**Cell outlines without signal wires**

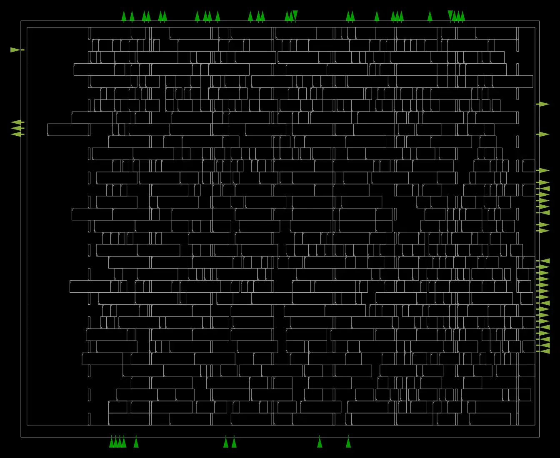
**Signal wires by layer**

The bar under the picture is 20 um long.
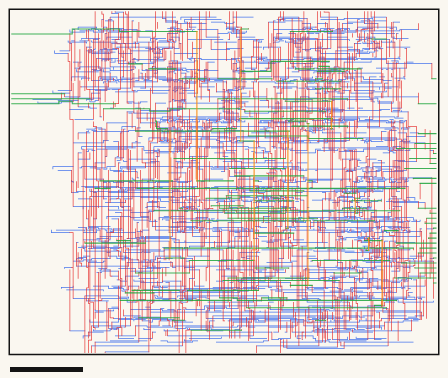
**Cells by drive strength**

The bar under the picture is 20 um long.
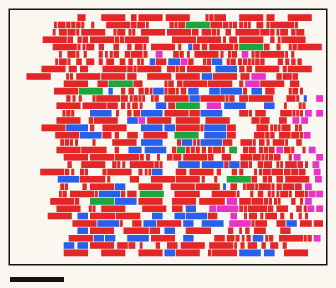
**Metal 3**

The bar under the picture is 20 um long.
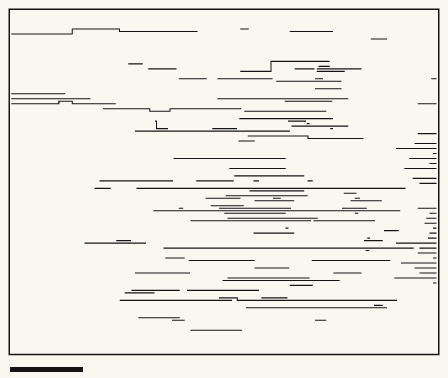
[config.mk]
export PLATFORM = sky130hd
export DESIGN_NAME = mc_core
export DESIGN_NICKNAME = d
export VERILOG_FILES = /design/src/rtl/mc_core_pkg.sv /design/src/rtl/mc_branch_lut.sv /design/src/rtl/reg_file.sv /design/src/rtl/mc_core.sv
export SDC_FILE = /design/constraint.sdc
export NUM_CORES = 1
export LEC_CHECK = 0
export CORE_ASPECT_RATIO = 0.8
export CORE_MARGIN = 1
export CORE_UTILIZATION = 60
export DETAILED_ROUTE_END_ITERATION = 8
export DONT_BUFFER_PORTS = 1
export MAX_ROUTING_LAYER = met4
export PLACE_DENSITY = 0.76
export REMOVE_ABC_BUFFERS = 1
export SYNTH_ARGS = -nofsm -noshare
export SYNTH_HDL_FRONTEND = slang
export SYNTH_SLANG_ARGS = --single-unit
[constraint.sdc]
create_clock -name clk -period 4.7 [get_ports clk]
set_clock_uncertainty 0.1 [all_clocks]
set_input_delay 0.94 -clock clk [delete_from_list [all_inputs] [get_ports clk]]
set_output_delay 0.94 -clock clk [all_outputs]
set_load 0.05 [all_outputs]
[src/rtl/mc_core_pkg.sv]
// Shared types for the multi-cycle core: opcodes, FSM states, instruction width.
// Latency: n/a (types only).
// Backpressure: n/a.
package mc_core_pkg;

    typedef enum logic [2:0] {
        OP_ADD = 3'd0,
        OP_SUB = 3'd1,
        OP_AND = 3'd2,
        OP_XOR = 3'd3,
        OP_LDI = 3'd4,
        OP_LD  = 3'd5,
        OP_ST  = 3'd6,
        OP_BNZ = 3'd7
    } op_t;

    typedef enum logic [2:0] {
        S_IDLE  = 3'd0,
        S_FETCH = 3'd1,
        S_EXEC  = 3'd2,
        S_MEM   = 3'd3,
        S_DONE  = 3'd4
    } state_t;

    function automatic int iw_of(input int raw);
        return 3 + 2 * raw;
    endfunction

endpackage

[src/rtl/mc_branch_lut.sv]
// Constant branch-target table indexed by the rb field.
// Latency: combinational.
// Backpressure: none.
module mc_branch_lut #(
    parameter int PCW    = 12,
    parameter int RAW    = 3,
    parameter int ENTRY0 = 0
) (
    input  logic [RAW-1:0] idx,
    output logic [PCW-1:0] tgt
);

    // Entry 0 is the program exit; the rest are spaced 16 words apart.
    always_comb begin
        if (idx == '0)
            tgt = PCW'(ENTRY0);
        else
            tgt = PCW'({idx, 4'b0000});
    end

endmodule

[src/rtl/reg_file.sv]
// 2^pw x dw register file, two async read ports, one sync write port.
// Latency: read combinational, write visible the cycle after we.
// Backpressure: none.
module reg_file #(
    parameter int pw = 3,
    parameter int dw = 8
) (
    input  logic          clk,
    input  logic          rst_n,
    input  logic          we,
    input  logic [pw-1:0] waddr,
    input  logic [dw-1:0] wdata,
    input  logic [pw-1:0] raddr_a,
    output logic [dw-1:0] rdata_a,
    input  logic [pw-1:0] raddr_b,
    output logic [dw-1:0] rdata_b
);

    logic [dw-1:0] regs [2**pw];

    always_ff @(posedge clk or negedge rst_n) begin
        if (!rst_n) begin
            for (int i = 0; i < 2**pw; i++)
                regs[i] <= '0;
        end else if (we) begin
            regs[waddr] <= wdata;
        end
    end

    assign rdata_a = regs[raddr_a];
    assign rdata_b = regs[raddr_b];

endmodule

[src/rtl/mc_core.sv]
// Multi-cycle FETCH/EXEC/MEM core over sync instruction and data memories.
// Latency: 2 cycles per ALU/LDI/ST/BNZ instruction, 3 for LD.
// Backpressure: none; memories are assumed to answer the cycle after the address.
module mc_core
    import mc_core_pkg::*;
#(
    parameter int DW       = 8,
    parameter int PCW      = 12,
    parameter int RAW      = 3,
    parameter int START_PC = 0,
    parameter int HALT_PC  = 400,
    parameter int CNTW     = 16,
    localparam int IW      = iw_of(RAW)
) (
    input  logic            clk,
    input  logic            rst_n,
    input  logic            start,
    output logic [PCW-1:0]  imem_addr,
    input  logic [IW-1:0]   imem_data,
    output logic [DW-1:0]   dmem_addr,
    output logic [DW-1:0]   dmem_wdata,
    output logic            dmem_we,
    input  logic [DW-1:0]   dmem_rdata,
    output logic            busy,
    output logic            done,
    output logic [CNTW-1:0] retired
);

    state_t         state;
    logic [PCW-1:0] pc;
    logic [RAW-1:0] mem_dst;

    // imem_data holds the word fetched for the current pc throughout EXEC.
    op_t            op;
    logic [RAW-1:0] ra, rb;
    assign op = op_t'(imem_data[IW-1 -: 3]);
    assign ra = imem_data[2*RAW-1:RAW];
    assign rb = imem_data[RAW-1:0];

    logic [DW-1:0]  rd_a, rd_b, alu_res, rf_wdat;
    logic [RAW-1:0] rf_waddr;
    logic           rf_we;
    logic [PCW-1:0] lut_tgt, pc_nxt;
    logic [CNTW-1:0] retired_inc;

    reg_file #(.pw(RAW), .dw(DW)) u_rf (
        .clk     (clk),
        .rst_n   (rst_n),
        .we      (rf_we),
        .waddr   (rf_waddr),
        .wdata   (rf_wdat),
        .raddr_a (ra),
        .rdata_a (rd_a),
        .raddr_b (rb),
        .rdata_b (rd_b)
    );

    mc_branch_lut #(.PCW(PCW), .RAW(RAW), .ENTRY0(HALT_PC)) u_lut (
        .idx (rb),
        .tgt (lut_tgt)
    );

    always_comb begin
        alu_res = '0;
        case (op)
            OP_ADD:  alu_res = rd_a + rd_b;
            OP_SUB:  alu_res = rd_a - rd_b;
            OP_AND:  alu_res = rd_a & rd_b;
            OP_XOR:  alu_res = rd_a ^ rd_b;
            OP_LDI:  alu_res = DW'(rb);
            default: alu_res = '0;
        endcase
    end

    assign rf_we    = ((state == S_EXEC) && (op <= OP_LDI)) || (state == S_MEM);
    assign rf_waddr = (state == S_MEM) ? mem_dst : ra;
    assign rf_wdat  = (state == S_MEM) ? dmem_rdata : alu_res;

    assign dmem_we    = (state == S_EXEC) && (op == OP_ST);
    assign dmem_addr  = ((state == S_EXEC) && ((op == OP_LD) || (op == OP_ST))) ? rd_b : '0;
    assign dmem_wdata = dmem_we ? rd_a : '0;

    assign pc_nxt      = ((op == OP_BNZ) && (rd_a != '0)) ? lut_tgt : pc + PCW'(1);
    assign retired_inc = (&retired) ? retired : retired + CNTW'(1);

    always_ff @(posedge clk or negedge rst_n) begin
        if (!rst_n) begin
            state     <= S_IDLE;
            pc        <= PCW'(START_PC);
            imem_addr <= PCW'(START_PC);
            mem_dst   <= '0;
            retired   <= '0;
            busy      <= 1'b0;
            done      <= 1'b0;
        end else begin
            case (state)
                S_IDLE, S_DONE: begin
                    if (start) begin
                        state     <= S_FETCH;
                        pc        <= PCW'(START_PC);
                        imem_addr <= PCW'(START_PC);
                        retired   <= '0;
                        busy      <= 1'b1;
                        done      <= 1'b0;
                    end
                end
                S_FETCH: begin
                    if (pc == PCW'(HALT_PC)) begin
                        state <= S_DONE;
                        busy  <= 1'b0;
                        done  <= 1'b1;
                    end else begin
                        state <= S_EXEC;
                    end
                end
                S_EXEC: begin
                    pc        <= pc_nxt;
                    imem_addr <= pc_nxt;
                    if (op == OP_LD) begin
                        state   <= S_MEM;
                        mem_dst <= ra;
                    end else begin
                        state   <= S_FETCH;
                        retired <= retired_inc;
                    end
                end
                S_MEM: begin
                    state   <= S_FETCH;
                    retired <= retired_inc;
                end
                default: state <= S_IDLE;
            endcase
        end
    end

endmodule
==> Changelog: implementation <==
## Implementation

- Status: complete, no violations
- Synth unique cells: 63
- Number of flip-flops in the largest register: 64
- Fa+ha+maj area frac: 4.07%
- Clock Sinks: 100
- Startpoint types: input pin
- Xor/xnor share: 3.32%
- Fin. Hold Viols: 0
- Worst hold slack: between 0.15 and 0.2 ns
- Tap Count: ~140
- Vias in the first global route: 4876
- Ao+oa area frac: 9.41%
- Kind of critical path: input pin to flip-flop
- Number of enable flip-flop cells: 0
- Slew margin rel.: 18.9%
- Synthesized area: ~0.0063 mm^2
- Register with the most flip-flops: u_rf.regs
- Yosys Warn Count: 0
- Most frequent logic cell in the layout: dfrtp_1
- Share of layout cells above drive strength 1: 17.2%
- Seq pwr share: approximately 36%
- Non-clock buffer share: 2.75%
- CP delay by family, top: AND-OR/OR-AND gates
- CP Capture Type: flip-flop
- Switch share: 41.7%
- Min Tclk post-route: 4.40 ns
- Drt pass-1 iters: 5
- First-pass GRT wire length: between 20 and 30 mm
- GP Congestion: 0.901
- Mux share: 24.1%
- Combinational Power Share: 47.0%
- Most instantiated cells after synthesis: 100 x dfrtp_1, 74 x nor2_1, 46 x nand2_1
- Biggest consumer: combinational cells
- Flop-to-flop setup slack: around 0.52 ns
- Mi-comb count: 446
- Clock power share: between 15 and 20%
- Cells after Synth: 609
- Final HPWL DP: 10.8 mm
- Die area: 0.0110 mm^2
- Crit path DAT: 4.52 ns
- Net Sw Power: 1750 uW
- Clock Power: between 600 and 700 uW
- Post-synth seq share: 39.5%
- Async S/R FF share, synth: 100%
- Initial antenna violation count: 0
- Cells in synth_stat.txt: 609
- Reg2Reg Depth: 15
- TritonCTS buffer count: 9
- Crit path DRT: approximately 4.8 ns
- Top cell area share: 39.5%
- Slowest stage delay, CP: 0.57 ns
- Buffers plus inverters on the worst setup path: 1
- Stage-log warning count: 29
- Yosys reg bits: 100
- CP max-delay cell: o41ai_1
- Max-cap violation count: 0
- Clock network share of area: under 10%
- Port bufs: 0
- Vias per Instance: 6.46
- Gr ovfl total: 0
- HP Class: input pin to async pin
- Reg2reg end: u_rf.regs[15]
- Largest cell class: combinational gates
- Worst setup endpoint: u_rf.regs[15]
- Chip Height: 93.9 um
- Met2 Use GR: a little under half
- CTS tree: yes
- Met3 GRT Util: ~9.2%
- Inverters: 28
- Pre-CTS WS: 0.0492 ns
- Largest area contributor in the netlist: dfrtp_1
- DRC: 0
- Yosys chip area: 0.00634 mm^2
- Gr usage total: 32.2%
- Logic share of the area: 52.5%
- Reg-to-Reg Start: u_rf.regs[56]
- # H-tree levels: 3
- Worst Path Max Fanout: 27
- Placed instance area: 0.00655 mm^2
- Routed Antenna Nets: 0
- Floorplan utilization: 61.7%
- Fillcell total: around 740
- Overall power: approximately 4200 uW
- Clk_buf instances: 11
- Crit path depth: 15
- GRT Max-Usage Layer: met2
- Grt met1 use: between 40% and 50%
- Finished Layout Cells: 755
- Placed instance count: 739
- Wl on met1: 6.76 mm
- Worst skew pair latency: 0.35 ns
- CTS hold repair buffers: 0
- Unrepaired setup endpoints after global routing: false
- Setup_tns: 0 ns
- Setup-failing EPs final: 0
- Top routing layer used: met4
- Syn avg cell area: 10.4 um^2
- Setup Buffers After CTS: 0
- Seq. pwr: 1520 uW
- Power in combinational cells: about 2000 uW
- Most common logic cells in the final layout: 100 x dfrtp_1, 74 x nor2_1, 46 x nand2_1, 34 x o21ai_1, 29 x mux2_2
- Simple-Gate Area Share: around 15%
- Die width: 117 um
- Leak pwr: 0.00316 uW
- # rows: 33
- Critical Path, Cell by Cell: mux4_1 -> mux2i_2 -> ha_1 -> nor2_1 -> a21oi_1 -> inv_1 -> ha_1 -> nor2b_1 -> o21ai_1 -> a21oi_1 -> o41ai_1 -> and4bb_1 -> nor4bb_1 -> a32o_2 -> mux2_2
- P_int: 2440 uW
- Biggest regs: u_rf.regs: 64 flops, retired: 16 flops, pc: 12 flops
- Period utilisation layout: 93.6%
- Largest net degree at the start of global routing: 101
- Nets: 650
- Final wirelength: 15.8 mm
- Clock transition at the registers of the reported paths: 0.07 ns
- Launch point of the worst path: imem_data[0]
- Dominant Register Cell: dfrtp_1
- # resized after CTS: 0
- Met3 WL: 1.50 mm
- Yosys top cell by instances: dfrtp_1
- Diode count: 0
- Comb gate area: 0.00358 mm^2
- Max Slew Vio Count: 0
- Clock Tree Root: clkbuf_16
- Max IR drop VDD: 0.226 mV
- Pwr dens: 615 mW/mm^2
- Top cells by area: dfrtp_1 39%, mux4_2 8.5%, mux2_2 5.2%, nor2_1 4.4%, ha_1 3.7%
- Via count of the routed design: 4881
- Starting DRC count in detailed routing: 497
- Max Buffers Root-to-Sink: 2
- Slew @ Worst Pin: 1.21 ns
- Flop area: 0.00250 mm^2
Notes on 'cell outlines without signal wires' above:
flop share of the area: 36.7%
sequential cell count: 100
Final Util: 66.3%
core footprint: 0.0103 mm^2

Notes on 'signal wires by layer' above:
blue -> met1  # wire length 6760 um
orange -> met4  # wire length 242 um
green -> met3  # wire length 1500 um
red -> met2  # wire length 7310 um

Notes on 'cells by drive strength' above:
blue -> drive 2  # cells 63, share 10%, most used mux2_2
green -> drive 6 and up  # cells 11, share 1.8%, most used clkbuf_16
red -> drive 1 or less  # cells 509, share 83%, most used dfrtp_1
magenta -> drive 3 to 4  # cells 32, share 5.2%, most used buf_4
post-route cell area: 0.00681 mm^2
Non-Clock Buffer Count: 25
Synth-to-Final Area Change: 7.48%
final worst slack: 0.302 ns

Notes on 'metal 3' above:
share of all routed wire = 9.5%
main direction = horizontal
wire length on this layer = 1500 um
nets with wire on the layer = 89
longest straight run = 73.1 um

Power figures rest on the tool's default switching activity, not on a simulated workload.
